<file path="config.mk">
export PLATFORM = sky130hd
export DESIGN_NAME = bounding_box_accumulator
export DESIGN_NICKNAME = d
export VERILOG_FILES = /design/src/rtl/lidar_feat_pkg.sv /design/src/rtl/axis_minmax.sv /design/src/rtl/bounding_box_accumulator.sv
export SDC_FILE = /design/constraint.sdc
export NUM_CORES = 1
export LEC_CHECK = 0
export CORE_MARGIN = 4
export CORE_UTILIZATION = 41
export CTS_CLUSTER_DIAMETER = 200
export DETAILED_ROUTE_END_ITERATION = 8
export PLACE_DENSITY_LB_ADDON = 0.25
export SYNTH_ARGS = -nofsm -noshare
export SYNTH_HDL_FRONTEND = slang
export SYNTH_SLANG_ARGS = --single-unit
</file>
<file path="constraint.sdc">
create_clock -name clk -period 2.85 [get_ports clk]
set_clock_uncertainty 0.05 [all_clocks]
set_input_delay 0.57 -clock clk [delete_from_list [all_inputs] [get_ports clk]]
set_output_delay 0.57 -clock clk [all_outputs]
set_load 0.005 [all_outputs]
</file>
<file path="src/rtl/lidar_feat_pkg.sv">
// Shared types for the LiDAR feature path: coordinate type, box record, FSM states.
// The range gate default limit is only consumed when BBOX_RANGE_GATE_EN is defined.
package lidar_feat_pkg;

   localparam int unsigned COORD_W_DEF = 32;
   localparam int unsigned CNT_W_DEF   = 16;

   // Signed Q16.16 coordinate
   typedef logic signed [COORD_W_DEF-1:0] coord_t;

   typedef enum logic [1:0] {
      IDLE   = 2'd0,
      ACCUM  = 2'd1,
      OUTPUT = 2'd2
   } bbox_state_e;

   typedef struct packed {
      coord_t                 min_x;
      coord_t                 min_y;
      coord_t                 min_z;
      coord_t                 max_x;
      coord_t                 max_y;
      coord_t                 max_z;
      logic [CNT_W_DEF-1:0]   count;
      logic                   error;
   } bbox_t;

   // 200.0 m in Q16.16
   localparam coord_t RANGE_LIMIT_DEF = 32'sh00C8_0000;

endpackage

</file>
<file path="src/rtl/axis_minmax.sv">
// Per-axis signed min/max register pair with init, update and clear controls.
module axis_minmax #(
   parameter int unsigned W = 32
) (
   input  logic                clk,
   input  logic                rst,
   input  logic                i_init,
   input  logic                i_update,
   input  logic                i_clear,
   input  logic signed [W-1:0] i_p,
   output logic signed [W-1:0] o_min,
   output logic signed [W-1:0] o_max
);

   logic signed [W-1:0] r_min;
   logic signed [W-1:0] r_max;
   logic                w_lt;
   logic                w_gt;

   assign w_lt = (i_p < r_min);
   assign w_gt = (i_p > r_max);

   always_ff @(posedge clk) begin
      if (rst || i_clear) begin
         r_min <= '0;
         r_max <= '0;
      end else if (i_init) begin
         r_min <= i_p;
         r_max <= i_p;
      end else if (i_update) begin
         if (w_lt) r_min <= i_p;
         if (w_gt) r_max <= i_p;
      end
   end

   assign o_min = r_min;
   assign o_max = r_max;

endmodule

</file>
<file path="src/rtl/bounding_box_accumulator.sv">
// Accumulates a framed stream of LiDAR points into one axis-aligned box per cluster.
// Optional macro BBOX_RANGE_GATE_EN excludes out-of-range points from the box.
module bounding_box_accumulator
   import lidar_feat_pkg::*;
#(
   parameter int unsigned COORD_W    = COORD_W_DEF,
   parameter int unsigned CNT_W      = CNT_W_DEF,
   parameter int unsigned MIN_POINTS = 1
`ifdef BBOX_RANGE_GATE_EN
   ,
   parameter logic signed [COORD_W-1:0] RANGE_LIMIT = COORD_W'(RANGE_LIMIT_DEF)
`endif
) (
   input  logic                      clk,
   input  logic                      rst,
   input  logic                      pt_valid,
   output logic                      pt_ready,
   input  logic signed [COORD_W-1:0] pt_x,
   input  logic signed [COORD_W-1:0] pt_y,
   input  logic signed [COORD_W-1:0] pt_z,
   input  logic                      pt_first,
   input  logic                      pt_last,
   output logic                      box_valid,
   input  logic                      box_ready,
   output logic signed [COORD_W-1:0] min_x,
   output logic signed [COORD_W-1:0] min_y,
   output logic signed [COORD_W-1:0] min_z,
   output logic signed [COORD_W-1:0] max_x,
   output logic signed [COORD_W-1:0] max_y,
   output logic signed [COORD_W-1:0] max_z,
   output logic [CNT_W-1:0]          point_count,
   output logic                      box_error,
   output logic                      proto_err
);

   localparam logic [CNT_W-1:0] CNT_MAX = '1;

   bbox_state_e      r_state;
   bbox_state_e      w_state_nxt;
   logic             r_pt_ready;
   logic             r_box_valid;
   logic             r_box_error;
   logic             r_proto_err;
   logic             r_sat;
   logic [CNT_W-1:0] r_count;
   logic [CNT_W-1:0] w_count_nxt;
   logic             w_sat_nxt;
   logic             w_err_nxt;
   logic             w_accept;
   logic             w_start;
   logic             w_add;
   logic             w_proto;
   logic             w_gated;
   logic             w_have;
   logic             w_load;
   logic             w_upd;
   logic             w_clr;

   assign w_accept = pt_valid && r_pt_ready;

`ifdef BBOX_RANGE_GATE_EN
   localparam logic signed [COORD_W-1:0] COORD_MOST_NEG = {1'b1, {(COORD_W-1){1'b0}}};

   function automatic logic f_out_of_range(input logic signed [COORD_W-1:0] p);
      return (p == COORD_MOST_NEG) || (p > RANGE_LIMIT) || (p < -RANGE_LIMIT);
   endfunction

   // Tracks whether the open cluster has seen any in-range point yet
   logic r_have;

   assign w_gated = f_out_of_range(pt_x) || f_out_of_range(pt_y) || f_out_of_range(pt_z);
   assign w_have  = r_have;

   always_ff @(posedge clk) begin
      if (rst)          r_have <= 1'b0;
      else if (w_start) r_have <= !w_gated;
      else if (w_load)  r_have <= 1'b1;
   end
`else
   assign w_gated = 1'b0;
   assign w_have  = 1'b1;
`endif

   // The first contributing point loads the box; later ones widen it
   assign w_load = (w_start || (w_add && !w_have)) && !w_gated;
   assign w_upd  = w_add && w_have && !w_gated;
   assign w_clr  = w_start && w_gated;

   always_comb begin
      w_state_nxt = r_state;
      w_start     = 1'b0;
      w_add       = 1'b0;
      w_proto     = 1'b0;
      w_count_nxt = r_count;
      w_sat_nxt   = r_sat;
      w_err_nxt   = 1'b0;

      case (r_state)
         IDLE: begin
            if (w_accept) begin
               if (pt_first) begin
                  w_start     = 1'b1;
                  w_state_nxt = pt_last ? OUTPUT : ACCUM;
               end else begin
                  w_proto = 1'b1;
               end
            end
         end
         ACCUM: begin
            if (w_accept) begin
               if (pt_first) begin
                  w_start     = 1'b1;
                  w_proto     = 1'b1;
                  w_state_nxt = pt_last ? OUTPUT : ACCUM;
               end else begin
                  w_add = 1'b1;
                  if (pt_last) w_state_nxt = OUTPUT;
               end
            end
         end
         OUTPUT: begin
            if (r_box_valid && box_ready) w_state_nxt = IDLE;
         end
         default: w_state_nxt = IDLE;
      endcase

      if (w_load) begin
         w_count_nxt = CNT_W'(1);
         w_sat_nxt   = 1'b0;
      end else if (w_clr) begin
         w_count_nxt = '0;
         w_sat_nxt   = 1'b0;
      end else if (w_upd) begin
         if (r_count == CNT_MAX) w_sat_nxt = 1'b1;
         else                    w_count_nxt = r_count + CNT_W'(1);
      end

      w_err_nxt = (32'(w_count_nxt) < MIN_POINTS) || w_sat_nxt || (w_count_nxt == '0);
   end

   always_ff @(posedge clk) begin
      if (rst) begin
         r_state     <= IDLE;
         r_pt_ready  <= 1'b1;
         r_box_valid <= 1'b0;
         r_box_error <= 1'b0;
         r_proto_err <= 1'b0;
         r_count     <= '0;
         r_sat       <= 1'b0;
      end else begin
         r_state     <= w_state_nxt;
         r_pt_ready  <= (w_state_nxt != OUTPUT);
         r_box_valid <= (w_state_nxt == OUTPUT);
         r_proto_err <= w_proto;
         r_count     <= w_count_nxt;
         r_sat       <= w_sat_nxt;
         // Error flag is captured only as the box is presented, then held
         if ((w_state_nxt == OUTPUT) && (r_state != OUTPUT)) r_box_error <= w_err_nxt;
      end
   end

   axis_minmax #(.W(COORD_W)) u_axis_x (
      .clk(clk), .rst(rst), .i_init(w_load), .i_update(w_upd), .i_clear(w_clr),
      .i_p(pt_x), .o_min(min_x), .o_max(max_x)
   );

   axis_minmax #(.W(COORD_W)) u_axis_y (
      .clk(clk), .rst(rst), .i_init(w_load), .i_update(w_upd), .i_clear(w_clr),
      .i_p(pt_y), .o_min(min_y), .o_max(max_y)
   );

   axis_minmax #(.W(COORD_W)) u_axis_z (
      .clk(clk), .rst(rst), .i_init(w_load), .i_update(w_upd), .i_clear(w_clr),
      .i_p(pt_z), .o_min(min_z), .o_max(max_z)
   );

   assign pt_ready    = r_pt_ready;
   assign box_valid   = r_box_valid;
   assign point_count = r_count;
   assign box_error   = r_box_error;
   assign proto_err   = r_proto_err;

endmodule

</file>
==> run_1/io_placement.png <==
(2 px per um) Pins as bars across the die edge, other pins in gray.
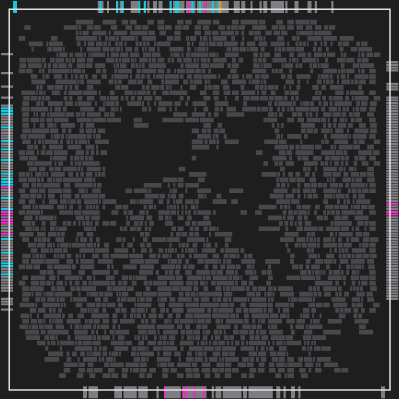
| port | color | pins | direction | edge |
|---|---|---|---|---|
| point_count | magenta | 16 | output | 6 west, 5 south, 3 east, 2 north |
| pt_last | orange | 1 | input | north |
| max_x | cyan | 32 | output | 18 west, 14 north |
all pins by edge: 83 south, 82 east, 77 west, 72 north

==> run_1/congestion.png <==
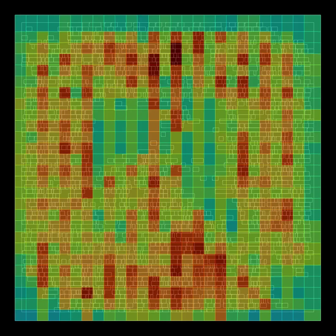
layer with the highest usage: met2
final core utilization: 62.0%
Wirelength per Cell: 17.5 um

==> COMMIT_EDITMSG, run 1 <==
Add synthesis and place-and-route results

- Met1 track demand over resource in global routing: around 30%
- Result of the run: finished, final reports clean
- The final weighted congestion recorded by global placement is about 0.89.
- The final power report lists total power as 9.09 mW.
* Most instantiated cells after synthesis: sky130_fd_sc_hd__dfxtp_1 (215), sky130_fd_sc_hd__inv_1 (194), sky130_fd_sc_hd__ha_1 (190), sky130_fd_sc_hd__a21oi_1 (173), sky130_fd_sc_hd__mux2i_1 (104)
* #FFs+latches synth: 215
- Tally of OpenROAD warnings: 29
* Met2 Use GR: 38.4%
- At the pin with the least slew margin, the transition time is 555 ps.
* Cell repeated most along the worst path: sky130_fd_sc_hd__buf_12
* Maximum clock insertion buffer count: 3
- Tightest hold margin: 357 ps
- Worst Setup Path Type: in -> reg
- For reference, the top cells by area after synthesis are sky130_fd_sc_hd__dfxtp_1 (32%), sky130_fd_sc_hd__ha_1 (18%), sky130_fd_sc_hd__mux2i_1 (7.7%).
* Proportion of layout cells with a drive suffix above 1: 16.4%
* Fraction of the mapped netlist area in simple logic gates: 17.9%
- TritonCTS buffer count: 26
* Total iterations of the first detailed-routing run: 5
* Standby leakage power: 8.33 nW
- The global routing report lists met3 layer usage as 4.84%.
* Number of nets produced by synthesis: 1,902
- Cell family with the largest share of critical-path delay: AND-OR/OR-AND gates
- Fin nets: roughly 2,300
* Maximum number of pins on one net before global-route repair: 103
* Synth Area per Inst: 8.40 um2
- For the worst setup path, the data arrival time is 3250 ps.
- End point of the critical path: u_axis_z.o_max[26]
- For this run, the number of Yosys warnings is 0.
- Chain of cells forming the critical path: clkdlybuf4s15_1, ha_4, nor2b_1, o211ai_1, a21oi_1, a211o_1, a31oi_4, o21ai_4, buf_12, buf_12, or4_4, a21oi_2
- Main combinational cell family by area after synthesis: simple AND/OR/NAND/NOR gates
* Mux share of post-synthesis cell area: a little under 8%
* Summed negative setup slack over all endpoints: 0 ps
- Per the skew report, the later register of the worst-skew pair sees a clock latency of 540 ps.
- Main flop type: sky130_fd_sc_hd__dfxtp_1
- First-pass GRT wire length: 68,400 um
* Port buffer count: roughly 310
* P&R area growth vs syn: 49.1%
* Vertical die dimension: 190 um
- Period minus WS final: 2830 ps
- Together, buffers and inverters on the worst path number 3.
- The routed wirelength on the met1 layer is recorded as approximately 19,000 um.
- For this run the aggregate overflow at the end of global routing stands at 0.
- Global routing used 22.7% of the available tracks across all layers.
- After detailed routing, the met3 layer carries roughly 2900 um of wire.
* Via count normalized by instance count: between 5 and 6
* Startpoint of the tightest hold check path: pt_x[0]
- Uppermost metal layer occupied by signal nets: met4
* Root Driver: sky130_fd_sc_hd__clkbuf_16
- Top cell type's share of synthesized area: between 30% and 40%
- Fill cells in the final layout number about 2,800.
- The final timing report counts setup violations totalling 0.
* Detailed-route via count: 13,400
- Summing the sequential cell areas from Yosys gives 31.8% of the chip area.
- Of all cell types, the one taking the most synthesized area is sky130_fd_sc_hd__dfxtp_1.
- Arithmetic-cell share of the synthesized area counting full adders, half adders and majority gates: 17.6%
* Number of cell instances on the worst register-to-register path: 12
- Critical R2R Launch: u_axis_z.o_min[29]
- The cell-mix breakdown from Yosys lists the compound-gate area share as 16.0%.
- Highest net fanout along the worst path: 16
- Core region area: 32,500 um2
- The endpoint identified for the worst register-to-register timing path is u_axis_z.o_min[1].
- Distinct cell type count of the synthesized netlist: around 57
* Pre-placement core utilization: 41.6%
==> run_1/metal_density.png <==
(2 px per um) The die is cut into 38 by 38 equal tiles; dark blue is low, red is high, scaled to the fullest tile. Values are wire area over tile area, all layers added.
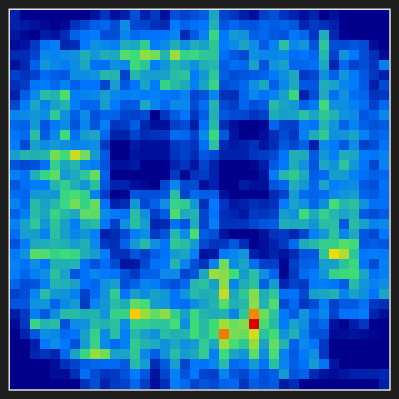
nearly empty tiles: 8.4%
tiles over half the peak: 4.6%
mean over tiles: 0.20
densest ninth of the die: south
emptiest ninth of the die: center
fullest tile: 0.82

==> run_1/layer_met3.png <==
(2 px per um)
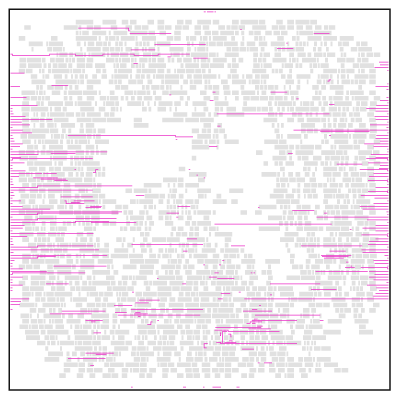
wire length on this layer: 2,870 um
share of all routed wire: 6.5%

-- run 1: report_power, final --
group          leakage (nW)  internal, mW  total (mW)  switching (mW)
logic                  6.09          1.14        2.15            1.01
clock network         0.474          2.25        3.63            1.38
registers              1.76          3.18        3.31           0.128
-- run 1: layout make-up --
| class | instances | area (um2) | area share (%) |
|---|---|---|---|
| Antenna cell | 1 | 2.50 | 0.0124 |
| Tap cell | 442 | 553 | 2.74 |
| Clock inverter | 16 | 216 | 1.07 |
| Sequential cell | 215 | 4340 | 21.5 |
| Multi-Input combinational cell | 1115 | 8640 | 42.9 |
| Timing Repair Buffer | 505 | 4960 | 24.6 |
| Clock buffer | 32 | 723 | 3.59 |
| Inverter | 194 | 728 | 3.61 |
-- run 1: registers in the layout (all words and copies together) (netlist names) --
| register | flops |
|---|---|
| u_axis_x.o_min | 32 |
| u_axis_y.o_max | 32 |
| r_sat | 1 |
| proto_err | 1 |
| point_count | 16 |
| u_axis_x.o_max | 32 |
| r_state | 2 |
| u_axis_y.o_min | 32 |
| u_axis_z.o_min | 32 |
| box_error | 1 |
| pt_ready | 1 |
| box_valid | 1 |
| u_axis_z.o_max | 32 |
-- run 1: metrics by stage --
stage / util [%] / cells / area (um2)
2_1_floorplan: - / 1610 / 13500
3_3_place_gp: 56.4 / 2448 / 18400
3_5_place_dp: 56.4 / 2448 / 18400
4_1_cts: 60.2 / 2504 / 19600
5_1_grt: 62.0 / 2520 / 20200
6_report: 62.0 / 2520 / 20200
-- run 1: timing repair --
item,CTS,global route
endpoints found under the hold margin,0,0
buffers inserted,4,14
cloned,4,4
pin swaps,13,52
setup endpoints to repair,108,174
gates resized,51,113
==> run 2: changes to the inputs <==
ABC_AREA = 0   (was default)
DONT_BUFFER_PORTS = 1   (was default)
==> run_2/io_placement.png <==
(2 px per um) Pins as bars across the die edge, other pins in gray.
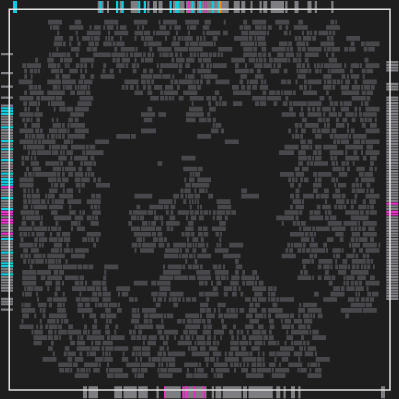
vertical die dimension: 190 um
Die Width: 190 um
port buffer count: 0

==> COMMIT_EDITMSG, run 2 <==
Add synthesis and place-and-route results

* Standby leakage power: 6.31 nW (-24%)
- Number of sinks handled by clock tree synthesis: ~220
* Nature of the critical path startpoint: flip-flop
* Proportion of power drawn by flip-flops and latches: 41.5% (+5.1 points)
* Maximum clock insertion buffer count: 3 (unchanged)
* Worst Setup Path Type: reg -> reg
- Counting pins that exceed their max-slew limit in the final report gives 0.
- Via count normalized by instance count: 5.52 (+3.6%)
- The wire length of the first global-routing pass was 61,100 um (-11%).
- CP arrival: 3090 ps (-160 ps)
* Main flop type: sky130_fd_sc_hd__dfxtp_1
* Most instantiated cells after synthesis: sky130_fd_sc_hd__dfxtp_1 (215), sky130_fd_sc_hd__inv_1 (194), sky130_fd_sc_hd__ha_1 (190), sky130_fd_sc_hd__a21oi_1 (173), sky130_fd_sc_hd__mux2i_1 (104)
- TritonCTS built the clock tree.
- Summed negative setup slack over all endpoints: 0 ps (unchanged)
* Final Routed Wirelength: 38,800 um
* Proportion of layout cells with a drive suffix above 1: 10.4% (-6.0 points)
* Internal Dissipation: 5.89 mW (-10%)
- Combinational cell fraction of total power: 16.4% (-7.3 points)
- Total number of H-tree levels: 1
* Maximum number of pins on one net before global-route repair: 237 (+130%)
- Counting endpoints that fail hold in the final report gives 0.
* Core region area: 32,500 um2 (unchanged)
- Highest net fanout along the worst path: 7 (-9)
* Fillcell total: 3,168 (+14%)
* Power Total: 8.08 mW (-11%)
- P&R area growth vs syn: 15.7%
- Based on the critical path, the design can be clocked at up to between 300 and 400 MHz.
* Crit. path cell count: 12
- The overall global routing resource usage came to 20.3% (-2.4 points).
* #FFs+latches synth: 215 (unchanged)
* Actual slew at the worst max-slew pin: 619 ps (+64.7 ps)
- Initial antenna violation count: 0
* Number of global-route vias before repair: 11,400
- The count of cells along the worst register-to-register path was 12 (unchanged).
* Relative contribution of the clock network to total power: 42.2% (+2.3 points)
* Cell family with the largest share of critical-path delay: AND-OR/OR-AND gates
- The power in sequential cells came to 3.35 mW (+1%).
- Synth Cell Area: 13,500 um2
- Fin nets: 1,934 (-18%)
- Cells in synth_stat.txt: 1,610
- Residual antenna-violating net count after detailed routing: 0
- The largest part of the power goes to clock.
- Instance count of the mapped netlist: 1,610
- Cell taking the most area after synthesis: sky130_fd_sc_hd__dfxtp_1
- The count of buffer and inverter cells on the critical path was 4 (+1).
* Pre-placement core utilization: 41.6% (unchanged)
- Remaining max-slew budget at the tightest pin: 58.4%
- The mean routed wirelength per cell is 18.5 um (+5.3%).
* Cell repeated most along the worst path: sky130_fd_sc_hd__buf_4
- Switching power total: 2.19 mW (-13%)
* Dominant logic cell type in the layout: sky130_fd_sc_hd__dfxtp_1
- Power dissipated in the clock network: 3.41 mW (-6.1%)
- For reference, the top cells by area after synthesis are sky130_fd_sc_hd__dfxtp_1 (32%), sky130_fd_sc_hd__ha_1 (18%), sky130_fd_sc_hd__mux2i_1 (7.7%).
- The yosys warning tally was 0 (unchanged).
* Fraction of the yosys area taken by sequential cells: 31.8% (unchanged)
* Die area: 36,000 um2
* Fraction of power spent switching nets: 27.1% (-0.63 points)
* Total iterations of the first detailed-routing run: 5 (unchanged)
- The final timing summary puts the cycle share of the worst path at 96.1%.
- The net count after synthesis was 1,902 (unchanged).
- Top cell type's share of synthesized area: 31.8% (unchanged)
- Largest voltage drop on the vdd net: 447 uV
* Delay of the slowest critical-path stage: 400 ps
* Power per cell area: between 500 and 600 nW/um2
- The number of warnings in the stage logs came to 28 (-3.4%).
- Worst endpoint required time: 3200 ps
- Distinct cell type count of the synthesized netlist: 57 (unchanged)
- In this run the maximum-capacitance check reported violations numbering 0.
* Async set or reset register ratio after synthesis: 0%
* Area of all sequential standard cells: 4310 um2 (-0.61%)
- Clock-pin slew was measured on the worst setup and hold paths at 60 ps.
- Congestion Overflow GR: 0 (unchanged)
- Chain of cells forming the critical path: inv_1, ha_1, a2111o_1, a32oi_1, buf_4, a21oi_2, o21a_1, o31ai_4, buf_4, buf_4, mux2i_1, nor2_1
- The total of endpoints with negative setup slack in the final report was 0 (unchanged).
- Root Driver: sky130_fd_sc_hd__clkbuf_16
- The critical path's slowest stage uses the library cell sky130_fd_sc_hd__a2111o_1.
* Logic power comb: 1.32 mW (-39%)
* Half-perimeter wire length of the detailed placement result: 28,500 um
- Period minus WS final: 2740 ps (-95.6 ps)
* Most frequent cell after synthesis: sky130_fd_sc_hd__dfxtp_1
- Routability-driven placement congestion ratio: 0.830 (-6.4%)
- Result of the run: finished, final reports clean
- The antenna diode count was 0 (-1).
- Synth Area per Inst: 8.40 um2 (unchanged)
* Iteration-0 DRC count of the detailed router: 554
- The TritonCTS buffer count came to 27 (+3.8%).
* Latency at later pin: 540 ps (about the same)
- Detailed-route via count: 11,600 (-14%)
- The tightest min-delay check is of the in -> reg type.
- Combined area of the multi-input logic cells: 8320 um2 (-3.8%)
-- run 2: cell counts after synthesis --
No cell type changed its count.
-- run 2: final cells by class --
type                       instances  area share, %
clock buffer                      39           5.05
clock inverter                     6          0.536
inverter                         194           4.65
multi-input combinational       1115           53.1
sequential                       215           27.5
tap                              442           3.53
timing repair buffer              89           5.56
-- run 2: kinds of logic (layout without fill, tap and decap cells) --
kind of cell,count (synthesis),after routing,synth area share [%]
fa+ha+maj,190,190,17.6
simple gates,435,435,17.9
mux,104,104,7.70
flops,215,215,31.8
xor+xnor,15,15,0.971
buf+inv,280,328,8.04
compound gates,371,371,16.0
-- run 2: metal layers --
metal,vias up,GRT usage (%),wire (um)
li1,5741,-,-
met1,5478,24.7,16200
met2,304,33.4,17500
met3,69,7.85,3710
met4,0,6.20,1360
met5,-,0,0
-- run 2: stage by stage --
step / hold slack, ps / instance area, um2 / setup WS (ps) / util (%) / cells
2_1_floorplan: 377 / 13500 / 50.0 / - / 1610
3_3_place_gp: 386 / 14600 / -157 / 44.8 / 2050
3_5_place_dp: 400 / 14600 / -193 / 44.8 / 2050
4_1_cts: 33.9 / 15500 / 42.3 / 47.5 / 2095
5_1_grt: 51.2 / 15700 / -71.0 / 48.1 / 2100
6_report: 72.5 / 15700 / 112 / 48.1 / 2100
-- run 2: timing repair --
item | in CTS | in global routing
cloned | 0 | 2
hold buffers | 0 | 0
pin swaps | 0 | 7
buffers inserted | 0 | 3
setup endpoints to repair | 20 | 174
gates resized | 1 | 30
-- run 2: final timing paths --
check | startpoint | end | slack (ps)
setup reg to reg | u_axis_z.o_min[2] | u_axis_z.o_min[27] | 110
hold / removal | rst | u_axis_y.o_min[18] | 70
hold reg to reg | r_sat | r_sat | 410
setup / recovery | u_axis_z.o_min[2] | u_axis_z.o_min[27] | 110
Power figures rest on the tool's default switching activity, not on a simulated workload.
